==> run_1/m1.png <==
The bar under the picture is 50 µm long. Supply wires on this layer in gray. Cells faint in the background.
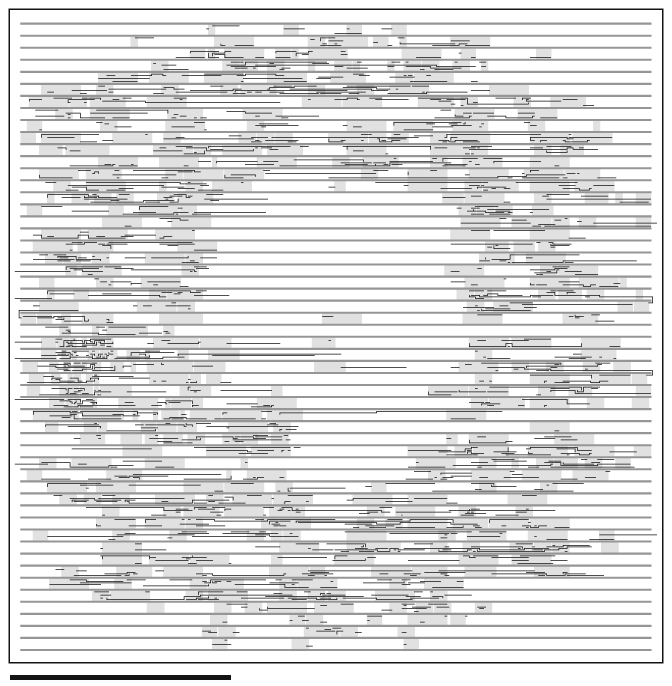
==> run_1/ff_map.png <==
The bar under the picture is 50 µm long.
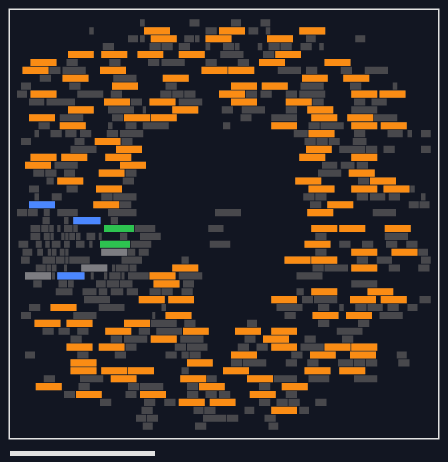
==> run_1/port_trees.png <==
The bar under the picture is 50 µm long.
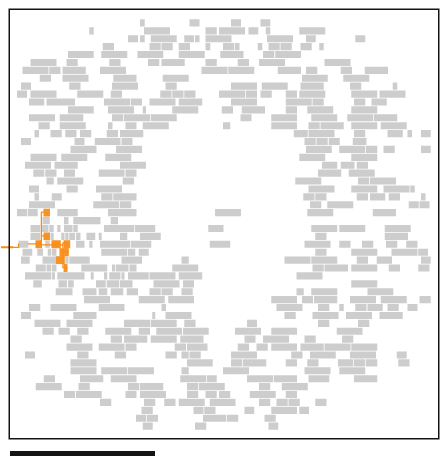
===== config.mk =====
export PLATFORM = sky130hd
export DESIGN_NAME = inst_queue
export DESIGN_NICKNAME = d
export VERILOG_FILES = /design/src/rtl/janus_pkg.sv /design/src/rtl/iq_parity_gen.sv /design/src/rtl/inst_queue.sv
export SDC_FILE = /design/constraint.sdc
export NUM_CORES = 1
export LEC_CHECK = 0
export CAP_MARGIN = 20
export CORE_MARGIN = 2
export CORE_UTILIZATION = 30
export CTS_CLUSTER_SIZE = 40
export DETAILED_ROUTE_END_ITERATION = 16
export GPL_TIMING_DRIVEN = 0
export PLACE_DENSITY = 0.55
export REMOVE_ABC_BUFFERS = 1
export SLEW_MARGIN = 20
export SYNTH_ARGS = -nofsm -noshare
export SYNTH_HDL_FRONTEND = slang
export SYNTH_HIERARCHICAL = 1
export SYNTH_SLANG_ARGS = --single-unit

===== constraint.sdc =====
create_clock -name clk -period 2.2 [get_ports clk]
set_input_delay 0.44 -clock clk [delete_from_list [all_inputs] [get_ports clk]]
set_output_delay 0.44 -clock clk [all_outputs]
set_load 0.02 [all_outputs]

===== src/rtl/janus_pkg.sv =====
// janus_pkg: shared defaults and helpers for the fetch/decode path.
// Holds instruction queue sizing defaults and the occupancy-width helper.
package janus_pkg;

  localparam int PA_DATA_WIDTH_DEF = 32;
  localparam int PA_DEPTH_DEF      = 4;

  // Occupancy counter needs one more bit than a pointer to encode "full".
  function automatic int occ_width(input int depth);
    return $clog2(depth) + 1;
  endfunction

endpackage


===== src/rtl/iq_parity_gen.sv =====
// iq_parity_gen: reduction-XOR parity of one instruction word.
// Used on the write side to generate and on the read side to check.
module iq_parity_gen #(
  parameter int W = 32
) (
  input  logic [W-1:0] data_i,
  output logic         par_o
);

  assign par_o = ^data_i;

endmodule


===== src/rtl/inst_queue.sv =====
// inst_queue: show-ahead instruction queue between fetch and decode.
// Optional per-entry parity is enabled with INST_QUEUE_PARITY_EN.
module inst_queue
  import janus_pkg::*;
#(
  parameter  int PA_DATA_WIDTH = PA_DATA_WIDTH_DEF,
  parameter  int PA_DEPTH      = PA_DEPTH_DEF,
  localparam int PA_PTR_WIDTH  = $clog2(PA_DEPTH)
) (
  input  logic                     clk,
  input  logic                     rst_b,
  input  logic [PA_DATA_WIDTH-1:0] data_in,
  input  logic                     ir_wr,
  output logic                     ir_wr_ack,
  output logic                     ir_full,
  output logic                     ir_valid,
  output logic [PA_DATA_WIDTH-1:0] data_out,
  input  logic                     ir_rd,
  input  logic                     flush,
`ifdef INST_QUEUE_PARITY_EN
  output logic [PA_PTR_WIDTH:0]    count,
  output logic                     par_err
`else
  output logic [PA_PTR_WIDTH:0]    count
`endif
);

  localparam int CNT_W = occ_width(PA_DEPTH);

  localparam logic [CNT_W-1:0] FULL_CNT = CNT_W'(PA_DEPTH);

  logic [PA_DATA_WIDTH-1:0] mem_q [PA_DEPTH];

  logic [PA_PTR_WIDTH-1:0] wr_ptr_q;
  logic [PA_PTR_WIDTH-1:0] wr_ptr_d;
  logic [PA_PTR_WIDTH-1:0] rd_ptr_q;
  logic [PA_PTR_WIDTH-1:0] rd_ptr_d;
  logic [CNT_W-1:0]        count_q;
  logic [CNT_W-1:0]        count_d;
  logic                    ack_q;

  logic wr_acc;
  logic rd_acc;

  // Status flags come from registered count only, so a
  // same-cycle pop never makes room for a write.
  assign ir_full  = (count_q == FULL_CNT);
  assign ir_valid = (count_q != '0);
  assign count    = count_q;
  assign ir_wr_ack = ack_q;

  // Flush wins over both ports.
  assign wr_acc = ir_wr && !ir_full && !flush;
  assign rd_acc = ir_rd && ir_valid && !flush;

  // Show-ahead head entry; stale but deterministic when empty.
  assign data_out = mem_q[rd_ptr_q];

  // Next-state for pointers and occupancy.
  always_comb begin
    wr_ptr_d = wr_ptr_q;
    rd_ptr_d = rd_ptr_q;
    count_d  = count_q;
    if (flush) begin
      wr_ptr_d = '0;
      rd_ptr_d = '0;
      count_d  = '0;
    end else begin
      if (wr_acc) wr_ptr_d = wr_ptr_q + 1'b1;
      if (rd_acc) rd_ptr_d = rd_ptr_q + 1'b1;
      case ({wr_acc, rd_acc})
        2'b10:   count_d = count_q + 1'b1;
        2'b01:   count_d = count_q - 1'b1;
        default: count_d = count_q;
      endcase
    end
  end

  // Pointer, occupancy and acknowledge registers.
  always_ff @(posedge clk or negedge rst_b) begin
    if (!rst_b) begin
      wr_ptr_q <= '0;
      rd_ptr_q <= '0;
      count_q  <= '0;
      ack_q    <= 1'b0;
    end else begin
      wr_ptr_q <= wr_ptr_d;
      rd_ptr_q <= rd_ptr_d;
      count_q  <= count_d;
      ack_q    <= wr_acc;
    end
  end

  // Entry storage; flush leaves contents in place.
  always_ff @(posedge clk or negedge rst_b) begin
    if (!rst_b) begin
      for (int i = 0; i < PA_DEPTH; i++) begin
        mem_q[i] <= '0;
      end
    end else if (wr_acc) begin
      mem_q[wr_ptr_q] <= data_in;
    end
  end

`ifdef INST_QUEUE_PARITY_EN

  logic [PA_DEPTH-1:0] par_q;
  logic                wr_par;
  logic                chk_par;

  iq_parity_gen #(
    .W (PA_DATA_WIDTH)
  ) u_wr_par (
    .data_i (data_in),
    .par_o  (wr_par)
  );

  iq_parity_gen #(
    .W (PA_DATA_WIDTH)
  ) u_chk_par (
    .data_i (data_out),
    .par_o  (chk_par)
  );

  // Parity bit captured alongside each accepted write.
  always_ff @(posedge clk or negedge rst_b) begin
    if (!rst_b) begin
      par_q <= '0;
    end else if (wr_acc) begin
      par_q[wr_ptr_q] <= wr_par;
    end
  end

  assign par_err = ir_valid && (par_q[rd_ptr_q] != chk_par);

`endif

endmodule


==> impl_metrics.env, run 1 <==
# yosys + openroad results
export IMPL_met2WireLength_um=6540
export IMPL_buf_share_pct=12.4
export IMPL_synth_cells=372
export IMPL_grt_first_pass_wirelength_um=21400
export IMPL_synth_top_cells_by_count="dfrtp_1 (136), mux2_2 (120), mux4_2 (32), buf_6 (12), nor2_1 (8)"
export IMPL_mi_logic_area_um2=2570
export IMPL_worst_slack_ps=-94.8
export IMPL_aoi_share_pct=1.06
export IMPL_taps=270
export IMPL_die_w_um=147
export IMPL_top_cell="dfrtp_1"
export IMPL_drv_cap=0
export IMPL_reg2reg_to="mem_q[117]$_DFFE_PN0P_"
export IMPL_violations="setup timing"
export IMPL_start_kind="flop"
export IMPL_dp_cells=695
export IMPL_row_count=52
export IMPL_yosys_cell_types_count=34
export IMPL_finalSetupViolations=19
export IMPL_drcViolationCount=0
export IMPL_cts_hold_buffers_added=1
export IMPL_biggestCellCategory="registers"
export IMPL_cp_endpoint="data_out[11]"
export IMPL_status="finished with violations"
export IMPL_seqPwrFrac_pct=41.1
export IMPL_lay_top_cells="dfrtp_1 (132), mux2_2 (120), clkdlybuf4s50_1 (39)"
export IMPL_synthFlopType="dfrtp_1"
export IMPL_crit_path_end_kind="output pin"
export IMPL_cts_tree="done"
export IMPL_m1WireLength_um=5980
export IMPL_clk_latency_ps=420
export IMPL_top_usage_layer="met2"
export IMPL_post_cts_repair_setup_buffers=12
Back to the opening pictures, m1.png:
The layer carries 5980 µm of wire. The wires run mostly horizontal. The longest straight run is 40.9 µm. 451 nets have wire on it. The layer holds 45% of the routed length.
GR Layer Usage met1: 17.0%
Routed WL: 13200 µm
vias: 3467

Back to the opening pictures, ff_map.png:
Key: green = rd_ptr_q [sequential cells 2]; orange = mem_q [sequential cells 128, where spread over the die]; blue = count [sequential cells 3]
Another 3 sequential cells are not colored.

Back to the opening pictures, port_trees.png:
Key: orange = ir_rd [bits 1, direction input, edge west, end cells 9, buffers 1, wire 44.1 µm]
IO Count: 75
IO Port Bufs: 74

==> run 1: stage by stage <==
step | util (%) | setup WS (ps)
finish | 38.7 | -94.8
global route | 38.7 | -144
CTS | 38.7 | -138
detailed placement | 35.4 | -615
global placement | 34.9 | -4550
floorplan | - | -383
==> run 1: power groups by stage <==
stage	sequential (mW)	combinational [mW]	clock (mW)
global placement	3.97	2.90	0
finish	3.91	3.10	2.51
detailed placement	3.99	3.06	0
global route	4.03	3.32	2.71
floorplan	3.85	2.00	0
CTS	3.91	3.13	2.59
==> run 1: registers in the layout, indices dropped and copies added, names as in the netlist <==
name and flops:
ir_wr_ack 1, mem_q 128, count 3, wr_ptr_q 2, rd_ptr_q 2
==> run 1: critical path, delay by kind of cell, from the launching register on <==
family   cells  cell delay, ps
mux          1             460
buf+inv      3             450
flops        1             530
==> inputs of run 2 (changes only) <==
==> constraint.sdc (replaced) <==
create_clock -name clk -period 2.5 [get_ports clk]
set_input_delay 0.5 -clock clk [delete_from_list [all_inputs] [get_ports clk]]
set_output_delay 0.5 -clock clk [all_outputs]
set_load 0.02 [all_outputs]
==> run_2/port_trees.png <==
The bar under the picture is 50 µm long.
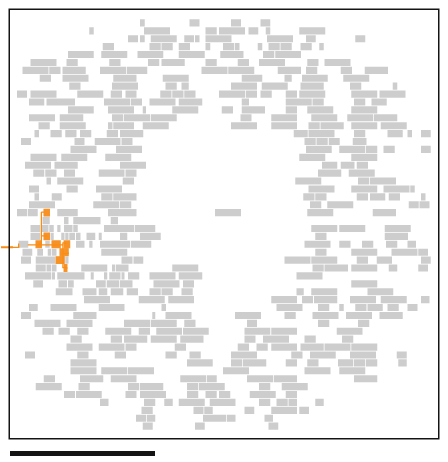
Key: orange = ir_rd [bits 1, direction input, edge west, end cells 9, buffers 1, wire 44.2 µm]

==> run_2/ff_map.png <==
The bar under the picture is 50 µm long.
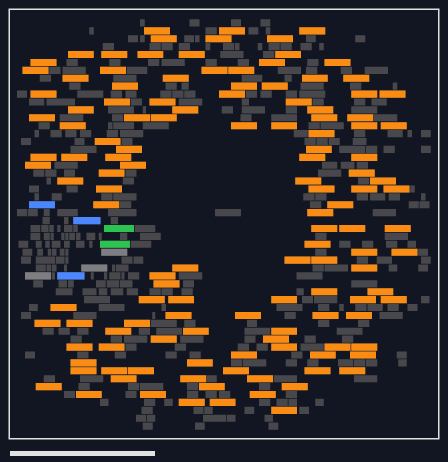
Key: orange = mem_q [sequential cells 128, where spread over the die]; green = rd_ptr_q [sequential cells 2]; blue = count [sequential cells 3]

==> run 2 against run 1 <==
Net effect:
- clock skew decreased by 4.3 ps
- clock-buffer cell count unchanged
- die size did not move
- setup slack improved by 120 ps
- wire length fell by 1.4%
- final area down 0.99%
- non-clock buffer count is 4 lower
- synthesized cell count is the same
- the flow now finishes without violations
- global-route usage down 0.35 points
- total power decreased by 13%
- register-to-register slack improved by 260 ps
- combinational power decreased by 16%
==> impl_metrics.env, run 2 <==
# yosys + openroad results
export IMPL_status="completed"
export IMPL_post_cts_repair_setup_buffers=6
export IMPL_mi_logic_area_um2=2550
export IMPL_taps=270
export IMPL_biggestCellCategory="registers"
export IMPL_ff_latch_area_um2=3410
export IMPL_top_cell="dfrtp_1"
export IMPL_num_vias=3444
export IMPL_row_count=52
export IMPL_wl_um=13000
export IMPL_top_register="mem_q"
export IMPL_synth_cells=372
export IMPL_synthFlopType="dfrtp_1"
export IMPL_postLayoutCoreUtil_pct=38.3
export IMPL_cts_hold_buffers_added=0
export IMPL_drcViolationCount=0
export IMPL_numPortBuffers=74
export IMPL_met2WireLength_um=6530
export IMPL_dpl_worst_slack_ps=-375
export IMPL_worst_slack_ps=24.4
export IMPL_buf_share_pct=11.6
export IMPL_start_kind="flop"
export IMPL_lay_top_cells="dfrtp_1 (132), mux2_2 (120), clkdlybuf4s50_1 (41)"
export IMPL_die_w_um=147
export IMPL_grt_first_pass_wirelength_um=21000
export IMPL_clk_latency_ps=410
export IMPL_use_met1_pct=16.3
export IMPL_m1WireLength_um=5790
export IMPL_finalSetupViolations=0
export IMPL_cp_endpoint="data_out[3]"
export IMPL_aoi_share_pct=1.06
export IMPL_crit_path_end_kind="output pin"
export IMPL_ys_warn_count=6
export IMPL_reg2reg_to="mem_q[28]$_DFFE_PN0P_"
export IMPL_dp_cells=695
export IMPL_drv_cap=0
export IMPL_ios=75
-- run 2: cell count changes in the layout (fill, tap and decap cells not counted), sizes merged --
cell,delta
clkdlybuf4s50,+2
buf,-32
clkdlybuf4s15,+2
dlygate4sd2,+11
dlygate4sd3,-1
clkbuf,+14
-- run 2: critical path: stages, from the launching register on --
cell,delay (ps)
dfrtp_4,530
buf_12,160
buf_12,140
buf_6,120
mux4_2,430
buf_2,180
-- run 2: power by group through the flow --
stage                     clock [mW]  sequential (mW)  combinational [mW]
after floorplan                    0             3.39                1.76
after global placement             0             3.50                2.55
after detailed placement           0             3.51                2.69
after CTS                       2.28             3.43                2.59
after global routing            2.38             3.55                2.79
final                           2.21             3.44                2.59
==> inputs of run 3 (changes only) <==
--- a/config.mk
+++ b/config.mk
@@ -7,11 +7,11 @@
 export LEC_CHECK = 0
 export CAP_MARGIN = 20
 export CORE_MARGIN = 2
-export CORE_UTILIZATION = 30
+export CORE_UTILIZATION = 50
 export CTS_CLUSTER_SIZE = 40
 export DETAILED_ROUTE_END_ITERATION = 16
 export GPL_TIMING_DRIVEN = 0
-export PLACE_DENSITY = 0.55
+export PLACE_DENSITY = 0.8
 export REMOVE_ABC_BUFFERS = 1
 export SLEW_MARGIN = 20
 export SYNTH_ARGS = -nofsm -noshare
==> constraint.sdc (replaced) <==
create_clock -name clk -period 2.4 [get_ports clk]
set_input_delay 0.48 -clock clk [delete_from_list [all_inputs] [get_ports clk]]
set_output_delay 0.48 -clock clk [all_outputs]
set_load 0.02 [all_outputs]
==> run_3/congestion_map.png <==
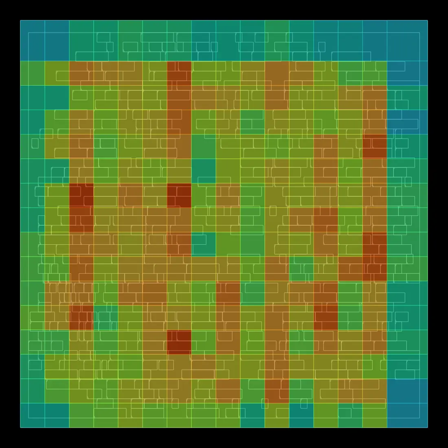
GRT Total Usage: 19.4%
Core Util, Final: 62.7%
met2 Usage GRT: 32.0%

==> run_3/layers.png <==
Only two layers are drawn.
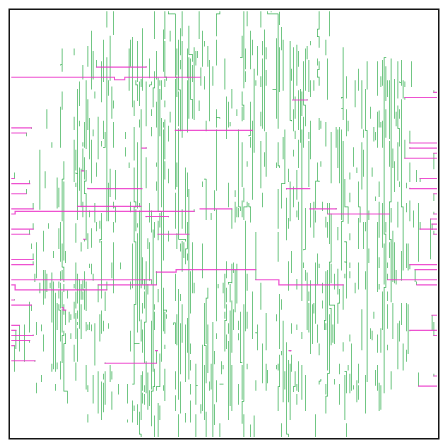
Key: magenta = M3 [wire length 546 µm]; green = M2 [wire length 5770 µm]

==> run 3 against run 2 <==
Net effect:
- first-iteration DRC count rose by 82%
- highest routed layer unchanged
- global-route usage rose by 6.7 points
- sequential share of layout area rose by 1.2 points
- total power rose by 5.9%
- critical endpoint is now data_out[17]
- worst hold slack improved by 480 ps
- combinational power barely moved
==> impl_metrics.env, run 3 <==
# yosys + openroad results
export IMPL_post_cts_repair_setup_buffers=5
export IMPL_crit_path_end_kind="output pin"
export IMPL_dp_cells=571
export IMPL_ys_warn_count=6
export IMPL_dpl_worst_slack_ps=-373
export IMPL_m1WireLength_um=5100
export IMPL_wl_um=11600
export IMPL_top_cell="dfrtp_1"
export IMPL_reg2reg_to="mem_q[28]$_DFFE_PN0P_"
export IMPL_numPortBuffers=74
export IMPL_status="completed"
export IMPL_synth_top_cells_by_count="dfrtp_1 (136), mux2_2 (120), mux4_2 (32), buf_6 (12), nor2_1 (8)"
export IMPL_p_clk_mw=2.55
export IMPL_start_kind="flop"
export IMPL_cts_hold_buffers_added=1
export IMPL_path_depth=3
export IMPL_top_register="mem_q"
export IMPL_worst_slack_ps=50.6
export IMPL_finalSetupViolations=0
export IMPL_synthFlopType="dfrtp_1"
export IMPL_cts_tree="done"
export IMPL_ios=75
export IMPL_yosys_cell_types_count=34
export IMPL_clk_latency_ps=410
## run 3: cell count changes in the layout (fill, tap and decap cells not counted), sizes merged
| cell | before | now |
|---|---|---|
| dlymetal6s2s | 0 | 1 |
| clkinv | 3 | 7 |
| buf | 19 | 10 |
| clkbuf | 37 | 53 |
| bufinv | 0 | 2 |
| clkdlybuf4s50 | 41 | 39 |
| dlygate4sd3 | 0 | 1 |
| dlygate4sd2 | 13 | 1 |
| clkinvlp | 1 | 0 |
## run 3: layout make-up
cell class / count / area [µm²]
fill: 936 / 4490
clock inverter: 9 / 95.1
inverter: 4 / 15.0
sequential: 136 / 3410
clock buffer: 23 / 498
tap: 147 / 184
multi-input combinational: 208 / 2550
timing repair buffer: 84 / 768
Power figures rest on the tool's default switching activity, not on a simulated workload.
